final_placement.png
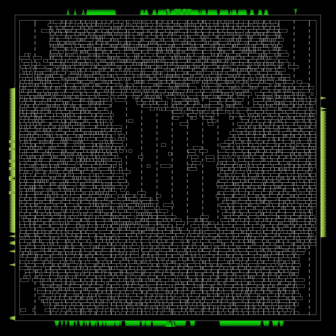
met1.png
(1.5 px per µm) Supply wires on this layer in grey. Cells faint in the background.
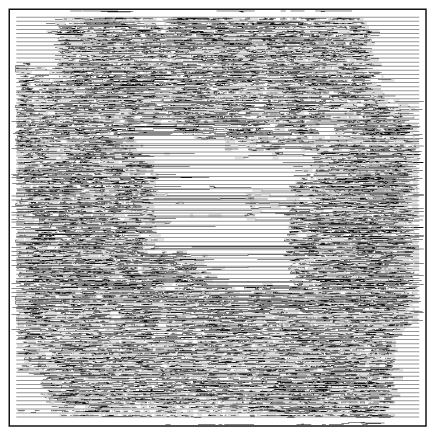
port_nets.png
(1 px per µm)
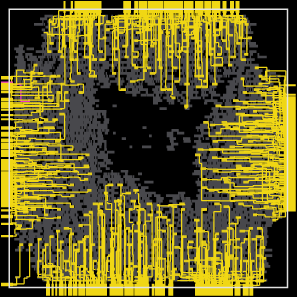
density.png
(1.5 px per µm) 28 x 28 tiles, from dark blue (low) to red (high), 0 to 100% covered.
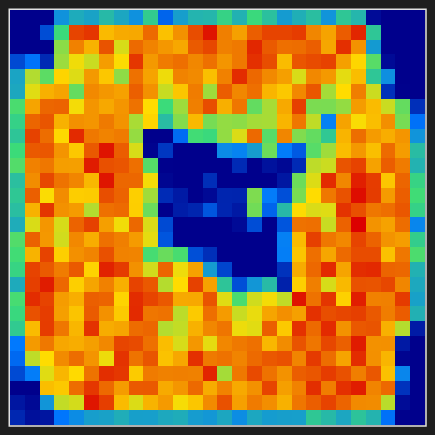
--- src/rtl/cnn_bus_pkg.sv ---
// Shared constants, bank state type and lane-slice helper for the 26-lane packed CNN common bus.
// Also used by the bus pack/unpack blocks so every block agrees on the lane layout.
package cnn_bus_pkg;

   localparam int WORD_W = 16;
   localparam int LANES  = 26;
   localparam int BUS_W  = WORD_W * LANES;
   localparam int IDX_W  = 5;
   localparam int FCNT_W = 16;

   typedef enum logic [1:0] {
      BANK_EMPTY,
      BANK_FILLING,
      BANK_FULL
   } bank_state_t;

   // Lane k lives at bits [k*WORD_W +: WORD_W]; lane 0 sits at the LSB.
   function automatic int lane_lo(input int k);
      return k * WORD_W;
   endfunction

endpackage

--- src/rtl/bus_frame_bank.sv ---
// One frame buffer of the ping-pong pair: LANES words written one lane at a time,
// with a full flag that is raised by the last lane and cleared when the frame is drained.
module bus_frame_bank
   import cnn_bus_pkg::*;
(
   input  logic              clk,
   input  logic              rst,
   input  logic              wr_en,
   input  logic [IDX_W-1:0]  wr_idx,
   input  logic [WORD_W-1:0] wr_data,
   input  logic              flush,
   input  logic              clear,
   output logic [BUS_W-1:0]  data,
   output logic              full
);

   bank_state_t state;
   logic        wr_last;

   assign wr_last = (wr_idx == IDX_W'(LANES - 1));

   // Flush only resets the bookkeeping; stale lanes are overwritten by the next fill.
   always_ff @(posedge clk) begin
      if (rst) begin
         data  <= '0;
         state <= BANK_EMPTY;
         full  <= 1'b0;
      end else begin
         for (int k = 0; k < LANES; k++) begin
            if (wr_en && (wr_idx == IDX_W'(k))) begin
               data[lane_lo(k) +: WORD_W] <= wr_data;
            end
         end
         case (state)
            BANK_EMPTY: begin
               if (wr_en) begin
                  state <= BANK_FILLING;
               end
            end
            BANK_FILLING: begin
               if (flush) begin
                  state <= BANK_EMPTY;
               end else if (wr_en && wr_last) begin
                  state <= BANK_FULL;
                  full  <= 1'b1;
               end
            end
            BANK_FULL: begin
               if (clear) begin
                  state <= BANK_EMPTY;
                  full  <= 1'b0;
               end
            end
            default: begin
               state <= BANK_EMPTY;
               full  <= 1'b0;
            end
         endcase
      end
   end

endmodule

--- src/rtl/bus_pingpong_loader.sv ---
// Assembles a serial stream of 16-bit words into 26-lane packed frames and presents them
// on the common bus through two ping-pong banks, so filling and draining can overlap.
module bus_pingpong_loader
   import cnn_bus_pkg::*;
(
   input  logic              clk,
   input  logic              rst,
   input  logic [WORD_W-1:0] in_data,
   input  logic              in_valid,
   output logic              in_ready,
   input  logic              flush,
   output logic [BUS_W-1:0]  com_bus_out,
   output logic              out_valid,
   input  logic              out_ready,
   output logic [IDX_W-1:0]  fill_level,
   output logic [FCNT_W-1:0] frame_cnt
);

   logic              wr_bank;
   logic              rd_bank;
   logic [IDX_W-1:0]  idx;
   logic [1:0]        full;
   logic [BUS_W-1:0]  bank_data [2];
   logic              in_hs;
   logic              out_hs;
   logic              wr_last;

   assign in_ready    = !full[wr_bank] && !flush;
   assign in_hs       = in_valid && in_ready;
   assign out_valid   = full[rd_bank];
   assign out_hs      = out_valid && out_ready;
   assign wr_last     = (idx == IDX_W'(LANES - 1));
   assign com_bus_out = bank_data[rd_bank];
   assign fill_level  = idx;

   // A fill only ever targets a non-full bank and a drain only a full one,
   // so both can be honoured in the same cycle without conflict.
   for (genvar b = 0; b < 2; b++) begin : g_bank
      bus_frame_bank u_bank (
         .clk     (clk),
         .rst     (rst),
         .wr_en   (in_hs && (wr_bank == 1'(b))),
         .wr_idx  (idx),
         .wr_data (in_data),
         .flush   (flush && (wr_bank == 1'(b))),
         .clear   (out_hs && (rd_bank == 1'(b))),
         .data    (bank_data[b]),
         .full    (full[b])
      );
   end

   always_ff @(posedge clk) begin
      if (rst) begin
         wr_bank   <= 1'b0;
         rd_bank   <= 1'b0;
         idx       <= '0;
         frame_cnt <= '0;
      end else begin
         if (flush) begin
            idx <= '0;
         end else if (in_hs) begin
            if (wr_last) begin
               idx     <= '0;
               wr_bank <= ~wr_bank;
            end else begin
               idx <= idx + IDX_W'(1);
            end
         end
         if (out_hs) begin
            rd_bank   <= ~rd_bank;
            frame_cnt <= frame_cnt + FCNT_W'(1);
         end
      end
   end

endmodule

--- config.mk ---
export PLATFORM = sky130hd
export DESIGN_NAME = bus_pingpong_loader
export DESIGN_NICKNAME = d
export VERILOG_FILES = /design/src/rtl/cnn_bus_pkg.sv /design/src/rtl/bus_frame_bank.sv /design/src/rtl/bus_pingpong_loader.sv
export SDC_FILE = /design/constraint.sdc
export NUM_CORES = 2
export LEC_CHECK = 0
export CORE_MARGIN = 4
export CORE_UTILIZATION = 50
export DETAILED_ROUTE_END_ITERATION = 10
export GPL_ROUTABILITY_DRIVEN = 0
export MAX_ROUTING_LAYER = met4
export PLACE_DENSITY = 0.76
export SETUP_SLACK_MARGIN = 0.4
export SYNTH_ARGS = -nofsm -noshare
export SYNTH_HDL_FRONTEND = slang
export SYNTH_SLANG_ARGS = --single-unit
--- constraint.sdc ---
create_clock -name clk -period 1.9 [get_ports clk]
set_input_delay 0.38 -clock clk [delete_from_list [all_inputs] [get_ports clk]]
set_output_delay 0.38 -clock clk [all_outputs]
set_load 0.005 [all_outputs]
==> flow_metrics.rpt <==
PHYSICAL IMPLEMENTATION REPORT
----------------------------------------------------
[Final timing]
  Relative slew margins ........................ 66.83%
  RSZ-0062 raised after global routing ........................ yes
  Worst Clk Skew ........................ 0.02096 ns
  Setup violators final ........................ approximately 440
  Setup slack after layout ........................ -0.8511 ns

[Setup path]
  Largest driver fanout on the critical path ........................ 8
  Crit path buf inv count ........................ 4
  Crit path required time ........................ about 1.5 ns

[Place]
  HPWL reported at the end of detailed placement ........................ 66,810 µm
  Placed Cells incl. Taps ........................ 5,108

[Global route]
  Met2 capacity usage during global routing ........................ 43.99%

[Synth]
  Synthesis area per yosys ........................ 36,140 µm²
  Cell Area, Synth ........................ 36,140 µm²
  Adder and majority gate portion of the synthesized area ........................ less than 1%
  Multiplexer area fraction after synthesis ........................ 26.77%
  Yosys top cell by instances ........................ dfxtp_1
  Largest type area fraction ........................ between 40 and 50%
  Share of the yosys chip area belonging to registers ........................ 47.70%
  Flip-flop and latch count after synthesis ........................ 861
  Simple-Gate Area Share ........................ 15.55%
  Net count entering floorplan ........................ 3,885

[Outcome]
  Violated checks ........................ setup timing
  Result of the run ........................ finished with violations

[Route]
  Starting DRT DRC Count ........................ 2,524
  Ratio of routed vias to standard cells ........................ 5.572
  Remaining antenna violation count ........................ 0
  Length of routed met3 wiring ........................ 8633 µm
  M1 WL ........................ 49,280 µm

[Pwr]
  NetSw ........................ 0.008408 W
  Power in sequential cells ........................ around 0.018 W
  Standby leakage power ........................ 26.70 nW
  Comb power frac ........................ 3.5%

[Min path]
  Class of the most critical hold timing path ........................ in2reg

[Job]
  Total tool warning count ........................ 32
  Number of max-capacitance violations reported ........................ 0

[Die]
  Total die size ........................ 76,640 µm²
  Height of the die ........................ 276.8 µm

[Layout]
  Net total in the final layout ........................ 4,534
  Most instantiated logic cells after routing ........................ dfxtp_1, nand2_1, nor2_1

[CTS]
  Bufs on Longest Clock Path ........................ 3
  Maximum level of the CTS H-tree ........................ 3
  Clock transition at the registers of the reported paths ........................ around 0.060 ns
  Clk latency late pin ........................ 0.63 ns

----------------------------------------------------
-- final_placement.png (at the start) --
total of fill cells in the finished design: 4,876
seq_cells: 861
Core Area: 71,610 µm²
Finished Core Util: 70.33%
filler-free cell count of the finished design: 5,534

-- met1.png (at the start) --
longest straight run	143 µm
wire length on this layer	49.3 mm
nets with wire on the layer	4,281
share of all routed wire	41%
GR met1 Demand/Resource: 35.54%
total wirelength of the detailed-routed design: 120,300 µm

-- port_nets.png (at the start) --
colour	port	bits	direction	edge	end cells	buffers	wire
yellow	com_bus_out	416	output	143 bottom, 113 top, 86 right, 74 left	416	416	22.4 mm
magenta	out_valid	1	output	left	1	1	39.7 µm
top-level port count: 460
# port buffers: 459

-- density.png (at the start) --
tiles over 75% full	57%
fullest tile	100%
emptiest ninth of the die	centre
mean over tiles	64%

## repair_timing
action | 4_1_cts | 5_1_grt
pin swaps | 0 | 27
hold buffers | 0 | 0
cloned | 0 | 37
setup buffers | 0 | 223
endpoints found under the setup margin | 1294 | 1296
gates resized | 87 | 972
## worst max-delay path by stage
stage	endpoint	slack [ns]	depth (start not counted)
final	com_bus_out[353]	-0.85	5
after global routing	com_bus_out[294]	-0.87	5
after CTS	com_bus_out[221]	-0.86	4
after detailed placement	g_bank[1].u_bank.data[65]	-0.39	8
after global placement	g_bank[1].u_bank.data[100]	-0.32	8
after floorplan	g_bank[0].u_bank.data[197]	-0.02	7
## area by class of cell
class / instances / area (µm²)
multi-input cells: 2625 / 18310
repair buffers: 925 / 10620
clock inverters: 37 / 347.8
diodes: 3 / 7.507
clock buffers: 126 / 2566
well taps: 950 / 1189
fillers: 4876 / 21250
inverters: 7 / 31.28
flip-flops and latches: 861 / 17300
## stage by stage
| step | instance area [µm²] | setup TNS (ns) | hold slack [ns] | utilization (%) | total power (W) |
|---|---|---|---|---|---|
| global placement | 43400 | -255.83 | 0.4341 | 60.61 | 0.01974 |
| global route | 50360 | -265.21 | 0.1457 | 70.33 | 0.03775 |
| finish | 50360 | -247.71 | 0.1595 | 70.33 | 0.03680 |
| floorplan | 36780 | -0.5818 | 0.4284 | - | 0.01914 |
| CTS | 46400 | -326.51 | 0.1243 | 64.79 | 0.03684 |
| detailed placement | 43400 | -277.92 | 0.4429 | 60.61 | 0.01974 |
## sequential cells by signal, summed over array words and instances (netlist names)
register,cells
rd_bank,1
g_bank.u_bank.state,4
wr_bank,1
fill_level,5
g_bank.u_bank.data,832
frame_cnt,16
g_bank.u_bank.full,2
Power figures rest on the tool's default switching activity, not on a simulated workload.
